### Where the registers sit, run 1

Scale: 4 px per um. Other sequential cells in the stronger gray, the rest of the logic in the fainter gray.
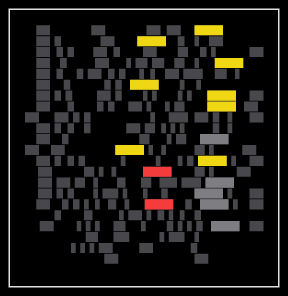
### Signal wires by layer, run 1

Scale: 6 px per um.
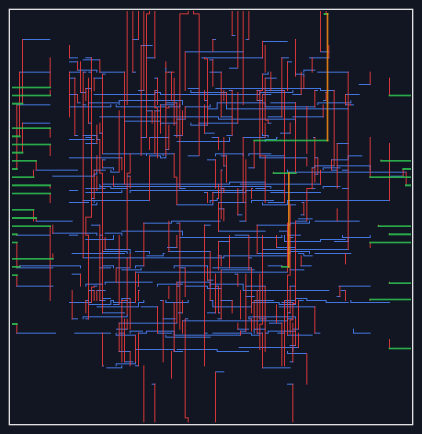
### Port wiring, run 1

Scale: 6 px per um.
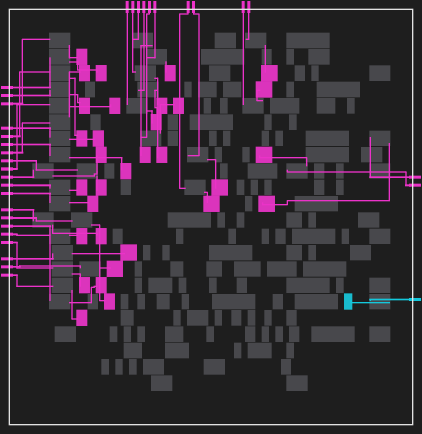
### Selected gate families, run 1

Scale: 6 px per um.
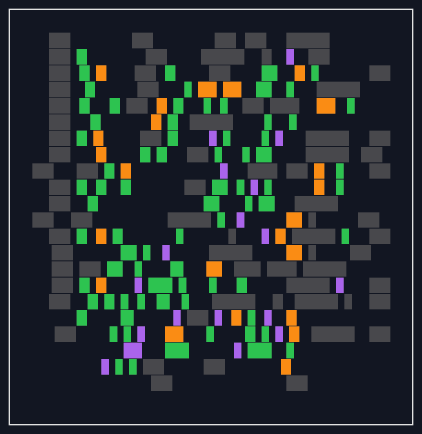
==> config.mk <==
export PLATFORM = sky130hd
export DESIGN_NAME = scan_mux
export DESIGN_NICKNAME = d
export VERILOG_FILES = /design/src/rtl/scan_mux_pkg.sv /design/src/rtl/scan_mux_mux_n.sv /design/src/rtl/scan_mux.sv
export SDC_FILE = /design/constraint.sdc
export NUM_CORES = 1
export LEC_CHECK = 0
export ABC_AREA = 1
export CAP_MARGIN = 25
export CELL_PAD_IN_SITES_DETAIL_PLACEMENT = 1
export CELL_PAD_IN_SITES_GLOBAL_PLACEMENT = 1
export CORE_AREA = 3 3 64 66
export DETAILED_ROUTE_END_ITERATION = 7
export DIE_AREA = 0 0 67 69
export PLACE_DENSITY_LB_ADDON = 0.1
export SLEW_MARGIN = 20
export SYNTH_ARGS = -nofsm -noshare
export SYNTH_HDL_FRONTEND = slang
export SYNTH_SLANG_ARGS = --single-unit
==> constraint.sdc <==
create_clock -name clk -period 3.4 [get_ports clk]
set_input_delay 0.51 -clock clk [delete_from_list [all_inputs] [get_ports clk]]
set_output_delay 0.51 -clock clk [all_outputs]
set_load 0.1 [all_outputs]
==> src/rtl/scan_mux_pkg.sv <==
`default_nettype none
// ============================================================================
// Module   : scan_mux_pkg
// Purpose  : Shared types and default sizing for the scan_mux block.
//            Holds the controller state enumeration and the default
//            channel count / channel width.
// Contents : state_t     - controller states (IDLE, SCAN)
//            c_DEFAULT_N - default number of input channels
//            c_DEFAULT_W - default data width per channel
// Revision : 1.0 - initial release
// ============================================================================
package scan_mux_pkg;

    localparam int c_DEFAULT_N = 4;
    localparam int c_DEFAULT_W = 8;

    typedef enum logic [0:0] {
        IDLE = 1'b0,
        SCAN = 1'b1
    } state_t;

endpackage : scan_mux_pkg
`default_nettype wire

==> src/rtl/scan_mux_mux_n.sv <==
`default_nettype none
// ============================================================================
// Module   : mux_n
// Purpose  : Purely combinational N-to-1 channel selector. Channel i lives
//            in d[i*W +: W]. A select value that names no channel (sel >= N,
//            possible when N is not a power of two) yields all zeros.
// Ports    : d   [N*W-1:0] in  - flattened channel data
//            sel [SW-1:0]  in  - channel index
//            z   [W-1:0]   out - selected channel data (zero if sel >= N)
// Revision : 1.0 - initial release
// ============================================================================
module mux_n #(
    parameter  int N  = 4,
    parameter  int W  = 8,
    localparam int SW = (N > 2) ? $clog2(N) : 1
) (
    input  logic [N*W-1:0] d,
    input  logic [SW-1:0]  sel,
    output logic [W-1:0]   z
);

    // Zero default covers out-of-range selects without a separate compare.
    always_comb begin
        z = '0;
        for (int i = 0; i < N; i++) begin
            if (int'(sel) == i) begin
                z = d[i*W +: W];
            end
        end
    end

endmodule : mux_n
`default_nettype wire

==> src/rtl/scan_mux.sv <==
`default_nettype none
// ============================================================================
// Module   : scan_mux
// Purpose  : Registered N-channel multiplexer with two operating modes.
//            Direct mode (mode=0) loads the channel chosen by sel whenever
//            the output register is free. Scan mode (mode=1) waits for a
//            start pulse and then loads channels 0..N-1 in order, one per
//            free slot, pulsing scan_done together with channel N-1.
//            A valid/ready handshake on the output stalls loading without
//            ever skipping a channel.
// Ports    : clk        in  - clock, rising-edge active
//            rst        in  - synchronous active-high reset
//            d          in  - flattened channel data, N*W bits
//            sel        in  - direct-mode channel select, SW bits
//            mode       in  - 0 = direct, 1 = scan (sampled in IDLE only)
//            start      in  - one-cycle scan request
//            out_ready  in  - downstream accepts z
//            out_valid  out - z/ch hold a valid sample
//            z          out - registered selected data, W bits
//            ch         out - channel index of the sample in z, SW bits
//            z_par      out - even parity of z (only with SCAN_MUX_PARITY_EN)
//            scan_done  out - pulse alongside the load of channel N-1
// Config   : `define SCAN_MUX_PARITY_EN adds the z_par output and its logic.
// Revision : 1.0 - initial release
// ============================================================================
module scan_mux
    import scan_mux_pkg::*;
#(
    parameter  int N  = c_DEFAULT_N,
    parameter  int W  = c_DEFAULT_W,
    localparam int SW = (N > 2) ? $clog2(N) : 1
) (
    input  logic           clk,
    input  logic           rst,
    input  logic [N*W-1:0] d,
    input  logic [SW-1:0]  sel,
    input  logic           mode,
    input  logic           start,
    input  logic           out_ready,
    output logic           out_valid,
    output logic [W-1:0]   z,
    output logic [SW-1:0]  ch,
`ifdef SCAN_MUX_PARITY_EN
    output logic           z_par,
`endif
    output logic           scan_done
);

    localparam logic [SW-1:0] c_LAST = SW'(N - 1);

    state_t        r_state;
    state_t        w_state_nxt;
    logic [SW-1:0] r_cnt;
    logic [SW-1:0] w_cnt_nxt;
    logic [SW-1:0] w_mux_sel;
    logic [W-1:0]  w_mux_data;
    logic          w_slot_free;
    logic          w_load;
    logic          w_valid_nxt;
    logic          w_done_nxt;

    logic          r_valid;
    logic [W-1:0]  r_z;
    logic [SW-1:0] r_ch;
    logic          r_done;

    // The output register may take a new sample if it is empty or if the
    // current sample is being consumed this cycle.
    assign w_slot_free = !r_valid || out_ready;

    mux_n #(
        .N (N),
        .W (W)
    ) u_mux (
        .d   (d),
        .sel (w_mux_sel),
        .z   (w_mux_data)
    );

    // ------------------------------------------------------------------
    // State register
    // ------------------------------------------------------------------
    always_ff @(posedge clk) begin
        if (rst) begin
            r_state <= IDLE;
            r_cnt   <= '0;
        end else begin
            r_state <= w_state_nxt;
            r_cnt   <= w_cnt_nxt;
        end
    end

    // ------------------------------------------------------------------
    // Next-state and load control
    // ------------------------------------------------------------------
    always_comb begin
        w_state_nxt = r_state;
        w_cnt_nxt   = r_cnt;
        w_mux_sel   = sel;
        w_load      = 1'b0;
        w_valid_nxt = r_valid;
        w_done_nxt  = 1'b0;

        case (r_state)
            IDLE: begin
                if (!mode) begin
                    // start is meaningless in direct mode and is dropped.
                    if (w_slot_free) begin
                        w_load      = 1'b1;
                        w_valid_nxt = 1'b1;
                    end
                end else begin
                    // Scan mode at rest: let the last sample drain, load nothing.
                    if (out_ready && r_valid) begin
                        w_valid_nxt = 1'b0;
                    end
                    if (start) begin
                        w_state_nxt = SCAN;
                        w_cnt_nxt   = '0;
                    end
                end
            end

            SCAN: begin
                // mode and start are not looked at here, so a scan always
                // runs to completion once started.
                w_mux_sel = r_cnt;
                if (w_slot_free) begin
                    w_load      = 1'b1;
                    w_valid_nxt = 1'b1;
                    if (r_cnt == c_LAST) begin
                        w_cnt_nxt   = '0;
                        w_done_nxt  = 1'b1;
                        w_state_nxt = IDLE;
                    end else begin
                        w_cnt_nxt = r_cnt + SW'(1);
                    end
                end
            end

            default: begin
                w_state_nxt = IDLE;
            end
        endcase
    end

    // ------------------------------------------------------------------
    // Output register
    // ------------------------------------------------------------------
    always_ff @(posedge clk) begin
        if (rst) begin
            r_valid <= 1'b0;
            r_z     <= '0;
            r_ch    <= '0;
            r_done  <= 1'b0;
        end else begin
            r_valid <= w_valid_nxt;
            r_done  <= w_done_nxt;
            if (w_load) begin
                r_z  <= w_mux_data;
                r_ch <= w_mux_sel;
            end
        end
    end

    assign out_valid = r_valid;
    assign z         = r_z;
    assign ch        = r_ch;
    assign scan_done = r_done;

`ifdef SCAN_MUX_PARITY_EN
    logic r_z_par;

    // Parity is taken from the data being loaded so it tracks z exactly.
    always_ff @(posedge clk) begin
        if (rst) begin
            r_z_par <= 1'b0;
        end else if (w_load) begin
            r_z_par <= ^w_mux_data;
        end
    end

    assign z_par = r_z_par;
`endif

endmodule : scan_mux
`default_nettype wire

==> flow_metrics.env, run 1 <==
# flow metrics
export IMPL_clk_transition_reported_paths_ps=60
export IMPL_htree_levels=1
export IMPL_placement_rows=22
export IMPL_synth_flop_count=15
export IMPL_mostFrequentLayoutCell="sky130_fd_sc_hd__clkdlybuf4s50_1"
export IMPL_edf_count=0
export IMPL_postLayoutCellArea_mm2=0.00152
export IMPL_outcome="complete, no violations"
export IMPL_dieHeight_um=69
export IMPL_final_nets=232
export IMPL_synth_chip_area_um2=996
export IMPL_net_count_entering_floorplan=185
export IMPL_initial_core_util=0.274
export IMPL_worst_setup_path_type="reg2out"
export IMPL_vdd_drop_max_mv=0.132
export IMPL_die_width_um=67
export IMPL_synth_xor_xnor_area_share=0
export IMPL_crit_arrival_ps=1720
export IMPL_synth_top_cells_by_area="sky130_fd_sc_hd__dfxtp_1 (30%), sky130_fd_sc_hd__nand2_1 (13%), sky130_fd_sc_hd__nand3_1 (13%)"
export IMPL_cts_tree="yes"
export IMPL_post_cts_setup_buffer_count=0
export IMPL_detail_route_iter0_violations=57
export IMPL_r2r_end="z[0]"
export IMPL_drt_vias_per_instance=4.59
export IMPL_cell_count_listed_in_synth_stat_txt=145
export IMPL_layout_cells_sized_above_1=0.0838
export IMPL_ys_async_sr_fraction=0
export IMPL_compound_area_frac=0.138
export IMPL_critPathTopFamily="buffers and inverters"
export IMPL_min_delay_worst_endpoint="z[2]"
export IMPL_synthesis_instances=145
export IMPL_detailed_place_area_mm2=0.00148
export IMPL_fin_hold_ws_ps=465
export IMPL_syn_avg_cell_area_um2=6.87
export IMPL_critical_path_startpoint_type="flop"
export IMPL_period_minus_slack_ps=2230
export IMPL_crit_path_cell_trace="clkdlybuf4s50_1"
export IMPL_cp_end_kind="primary output"
export IMPL_timing_max_cap_violations=0
export IMPL_grt_first_pass_wirelength_um=5060
export IMPL_netlist_area_pre_place_um2=996
export IMPL_ctsResizeCount=0
export IMPL_yosys_warnings=0
export IMPL_cts_root_buf="sky130_fd_sc_hd__clkbuf_8"
export IMPL_lay_top_cells="sky130_fd_sc_hd__clkdlybuf4s50_1 (50), sky130_fd_sc_hd__nand2_1 (35), sky130_fd_sc_hd__nand3_1 (26)"
export IMPL_critical_path_max_stage_delay_ps=1130
export IMPL_grt_setup_unrepaired="false"
export IMPL_path_max_fanout=2
export IMPL_post_cts_hold_buffer_count=0
export IMPL_cpMaxStageDelayCell="sky130_fd_sc_hd__clkdlybuf4s50_1"
export IMPL_cp_data_required_time_ps=2890
export IMPL_globalRoute_totalOverflow=0
export IMPL_hold_path_startpoint="z[2]"
export IMPL_grt_start_max_net_pins=23
export IMPL_synth_seq_area_share=0.302
export IMPL_fin_tns_setup_ps=0
export IMPL_simple_gate_area_frac=0.396
export IMPL_fp_dieArea_mm2=0.00462
export IMPL_cp_num_buf_inv=1
export IMPL_routed_via_count=1098
export IMPL_reg2reg_slack_ps=1810
export IMPL_synthAdderAreaFrac=0.0126
export IMPL_post_synth_main_logic_family="simple AND/OR/NAND/NOR gates"
export IMPL_post_layout_total_power_mw=0.602
export IMPL_clk_latency_ps=250
export IMPL_area_growth_pct=53.0
export IMPL_synth_largest_type_area_fraction=0.302
export IMPL_power_leakage_nw=0.629
export IMPL_cts_sink_count=15
export IMPL_final_antenna_net_count=0
export IMPL_cts_inserted_buffers=3
export IMPL_worst_r2r_cell_count=7
export IMPL_timing_clock_skew_ps=2.68
export IMPL_drc=0
export IMPL_ys_flop_type="sky130_fd_sc_hd__dfxtp_1"
export IMPL_place_gp_congestion=0.797
export IMPL_netlist_top_cells_count="sky130_fd_sc_hd__nand2_1 (35), sky130_fd_sc_hd__nand3_1 (26), sky130_fd_sc_hd__inv_1 (16)"
export IMPL_max_freq_ghz=0.448
export IMPL_finalMaxSlewViolations=0
export IMPL_tightestPinTransition_ps=966
export IMPL_reg2reg_from="r_state"
export IMPL_route_detailed_wl_per_inst_um=12.5
export IMPL_floorplan_core_area_mm2=0.00363
export IMPL_cts_max_path_buffers=2
export IMPL_finalCritPeriodShare=0.657
export IMPL_yosysUniqueCellTypes=20
export IMPL_tool_warnings=26
export IMPL_place_detailed_hpwl_um=2450
export IMPL_netlist_top_cell_by_instances="sky130_fd_sc_hd__nand2_1"
export IMPL_mux_share=0
export IMPL_max_slew_margin_rel=0.354
export IMPL_timing_hold_violations_final=0
export IMPL_power_per_cell_area_mw_per_mm2=395
export IMPL_hold_path_cell_count=2
export IMPL_first_global_vias=1195
export IMPL_firstDrtPassIters=4
export IMPL_antennaDiodeCount=0
export IMPL_hold_class="reg2reg"
export IMPL_setup_viol_count_final=0
export IMPL_antenna_found_initial=0
export IMPL_netlist_top_cell_by_area="sky130_fd_sc_hd__dfxtp_1"
export IMPL_finalCoreUtilization=0.419
-- 'Where the registers sit' (at the start) --
Key: red = r_cnt [flops 2]; yellow = z [flops 8]

-- 'Signal wires by layer' (at the start) --
Key: orange = met4 [wire length 36.7 um]; green = met3 [wire length 137 um]; red = met2 [wire length 1450 um]; blue = met1 [wire length 1350 um]
Overall Global Routing Usage: 0.138
overall routed net length: 2980 um

-- 'Port wiring' (at the start) --
Key: cyan = out_ready [bits 1, direction input, edge east, end cells 1, buffers 1, wire 13.6 um]; magenta = d [bits 32, direction input, edge 20 west, 10 north, 2 east, end cells 32, buffers 32, wire 631 um]
total I/O pin count: 51
number of buffers inserted by port buffering: 50

-- 'Selected gate families' (at the start) --
Key: green = NAND gates [cells 75, most used nand2_1]; purple = inverters [cells 18, most used inv_1]; orange = inverting AOI/OAI gates [cells 23, most used o21ai_0]
combinational share of cell area: 0.357
tally of non-filler cells in the final layout: 239

## run 1: where the power goes
group,internal (mW),leakage (nW),switching [mW]
sequential,0.191,0.123,0.0102
combinational,0.0900,0.480,0.167
clock,0.0811,0.0255,0.0629
total,0.362,0.629,0.240
## run 1: flip-flops by register name (all words and copies together), names as in the netlist
register / count
scan_done: 1
out_valid: 1
r_state: 1
z: 8
r_cnt: 2
ch: 2
## run 1: final cells by class
cell class	instances	area [um^2]
Clock buffer	3	41.3
Clock inverter	1	5.00
Fill cell	481	2110
Inverter	18	72.6
Multi-Input combinational cell	104	544
Sequential cell	15	300
Tap cell	48	60.1
Timing Repair Buffer	50	500
## run 1: cells by family (layout without fill, tap and decap cells)
kind of cell / Yosys count / count (layout)
buffers and inverters: 26 / 72
AOI/OAI and AO/OA: 23 / 23
DFF: 15 / 15
and+or+nand+nor: 80 / 80
adders and majority gates: 1 / 1
## run 1: metal layers
layer,global-route usage,wire [um],vias up,share of wire
met5,0,0,-,0
met4,0.0473,36,0,0.012
met3,0.0114,136,4,0.046
met2,0.240,1450,37,0.49
met1,0.174,1350,493,0.45
li1,-,-,564,-
## run 1: worst max path at each step
stage / startpoint / endpoint / cells past startpoint
2_1_floorplan: out_valid / z[1] / 10
3_3_place_gp: z[5] / z[5] / 1
3_5_place_dp: z[3] / z[3] / 1
4_1_cts: z[3] / z[3] / 1
5_1_grt: z[3] / z[3] / 1
6_report: z[3] / z[3] / 1
## run 1: through the flow
stage                     worst slack (ps)  cells
after CTS                             1150    239
after global placement                1450    235
final                                 1170    239
after floorplan                       1570    145
after detailed placement              1420    235
after global routing                  1120    239
### Clock routing, run 1

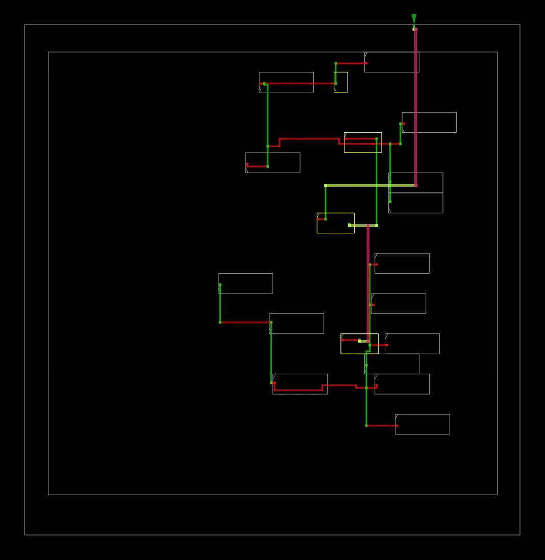

--- run 2 (diff from run 1) ---
CORE_AREA = 3 3 66 68   (was 3 3 64 66)
DIE_AREA = 0 0 69 71   (was 0 0 67 69)
clock period = 2.1 ns   (was 3.4 ns; I/O delays follow)
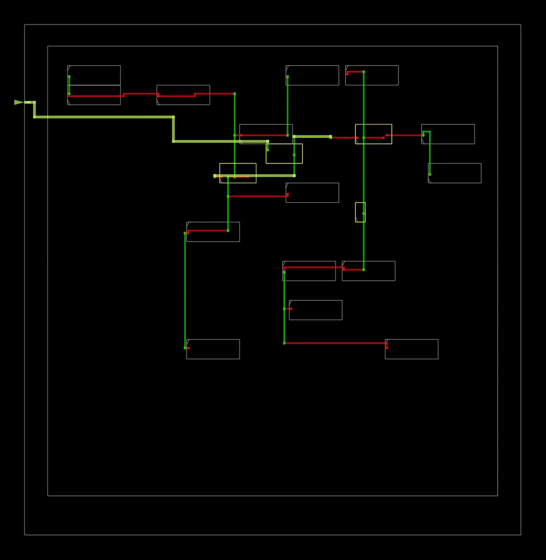
*Clock routing, run 2*
number of sequential cells in the layout: 15
clk_buf instances: 4
later-pin clock latency in the skew report: 240 ps
Power Clock: 0.236 mW

==> flow_metrics.env, run 2 <==
# flow metrics
export IMPL_compound_area_frac=0.138
export IMPL_numPortBuffers=50
export IMPL_ys_async_sr_fraction=0
export IMPL_crit_path_cell_trace="inv_6, nand2_1, nand2_2, o21ai_0, nand3_1, nand2_1, a21oi_2"
export IMPL_ctsResizeCount=0
export IMPL_initial_core_util=0.254
export IMPL_power_leakage_nw=0.647
export IMPL_synth_chip_area_um2=996
export IMPL_cts_tree="yes"
export IMPL_first_global_vias=1216
export IMPL_path_max_fanout=22
export IMPL_antennaDiodeCount=0
export IMPL_post_cts_hold_buffer_count=0
export IMPL_critPathTopFamily="flip-flops"
export IMPL_net_count_entering_floorplan=185
export IMPL_worst_r2r_cell_count=7
export IMPL_place_gp_congestion=0.770
export IMPL_yosys_warnings=0
export IMPL_overall_global_routing_usage=0.131
export IMPL_drt_vias_per_instance=4.61
export IMPL_lay_top_cells="sky130_fd_sc_hd__clkdlybuf4s50_1 (38), sky130_fd_sc_hd__nand2_1 (35), sky130_fd_sc_hd__nand3_1 (26)"
export IMPL_floorplan_core_area_mm2=0.00391
export IMPL_critical_path_max_stage_delay_ps=540
export IMPL_netlist_top_cell_by_area="sky130_fd_sc_hd__dfxtp_1"
export IMPL_setup_viol_count_final=0
export IMPL_worst_setup_path_type="reg2reg"
export IMPL_cp_end_kind="flop"
export IMPL_synth_flop_count=15
export IMPL_syn_avg_cell_area_um2=6.87
export IMPL_cp_data_required_time_ps=2210
export IMPL_reg2reg_from="r_state"
export IMPL_synth_xor_xnor_area_share=0
export IMPL_cp_num_buf_inv=1
export IMPL_hold_path_cell_count=2
export IMPL_ys_flop_type="sky130_fd_sc_hd__dfxtp_1"
export IMPL_hold_path_startpoint="z[4]"
export IMPL_detailed_place_area_mm2=0.00145
export IMPL_layout_cells_sized_above_1=0.141
export IMPL_netlist_top_cells_count="sky130_fd_sc_hd__nand2_1 (35), sky130_fd_sc_hd__nand3_1 (26), sky130_fd_sc_hd__inv_1 (16)"
export IMPL_final_antenna_net_count=0
export IMPL_timing_clock_skew_ps=1.77
export IMPL_max_slew_margin_rel=0.544
export IMPL_tightestPinTransition_ps=682
export IMPL_vdd_drop_max_mv=0.331
export IMPL_die_width_um=69
export IMPL_firstDrtPassIters=4
export IMPL_largest_reg_flops=8
export IMPL_globalRoute_totalOverflow=0
export IMPL_finalMaxSlewViolations=0
export IMPL_crit_arrival_ps=1660
export IMPL_post_synth_main_logic_family="simple AND/OR/NAND/NOR gates"
export IMPL_netlist_top_cell_by_instances="sky130_fd_sc_hd__nand2_1"
export IMPL_critical_path_startpoint_type="flop"
export IMPL_detail_route_iter0_violations=16
export IMPL_synth_top_cells_by_area="sky130_fd_sc_hd__dfxtp_1 (30%), sky130_fd_sc_hd__nand2_1 (13%), sky130_fd_sc_hd__nand3_1 (13%)"
export IMPL_outcome="complete, no violations"
export IMPL_yosysUniqueCellTypes=20
export IMPL_synthAdderAreaFrac=0.0126
export IMPL_hold_class="reg2reg"
export IMPL_dieHeight_um=71
export IMPL_r2r_end="z[3]"
export IMPL_reg2reg_slack_ps=550
export IMPL_drt_wl_total_um=3160
export IMPL_timing_hold_violations_final=0
export IMPL_period_minus_slack_ps=1550
export IMPL_synthesis_instances=145
export IMPL_finalCritPeriodShare=0.737
export IMPL_synth_largest_type_area_fraction=0.302
export IMPL_cell_count_listed_in_synth_stat_txt=145
==> run 2: cell counts after synthesis <==
Identical to the previous run, type by type.
==> run 2: worst max-delay path by stage <==
stage / startpoint / cells past startpoint / end
after floorplan: out_valid / 10 / z[1]
after global placement: sel[1] / 8 / z[1]
after detailed placement: sel[1] / 8 / z[5]
after CTS: r_state / 7 / z[0]
after global routing: r_state / 7 / z[4]
final: r_state / 7 / z[3]
==> run 2: cell type report <==
class                   count  area (um^2)
fillers                   500         2420
multi-input cells         104          544
repair buffers             50          470
flip-flops and latches     15          300
inverters                  18         72.6
well taps                  50         62.6
clock buffers               4         45.0
==> run 2: layer usage <==
layer	vias to the layer above	GRT usage	routed length, um
met2	36	0.260	1700
li1	565	-	-
met5	-	0	0
met3	0	0.0384	163
met1	510	0.142	1300
met4	0	0.0130	0
==> run 2: metrics by stage <==
step	utilization	worst slack [ps]	power [mW]	cells	hold WS [ps]
finish	0.382	552	0.973	241	471
global route	0.382	332	1.04	241	487
CTS	0.382	533	0.988	241	474
detailed placement	0.371	370	0.749	237	464
global placement	0.371	401	0.744	237	459
floorplan	-	268	0.627	145	377
==> run 2: cells by family (layout without fill, tap and decap cells) <==
group,count (synthesis),after routing
adders and majority gates,1,1
and+or+nand+nor,80,80
AOI/OAI and AO/OA,23,23
buffers and inverters,26,72
DFF,15,15
==> run 2: worst min-delay path, delay by kind of cell (launching register included) <==
kind / cells / cell delay, ps
DFF: 1 / 310
and+or+nand+nor: 1 / 60
AOI/OAI and AO/OA: 1 / 60
==> run 2: report_power, final <==
part           internal, mW  leakage [nW]  total (mW)  switching (mW)
Combinational         0.139         0.500       0.410           0.272
Clock                 0.134        0.0228       0.236           0.102
Sequential            0.309         0.123       0.327          0.0179
Power is estimated from default activity; no workload was simulated.
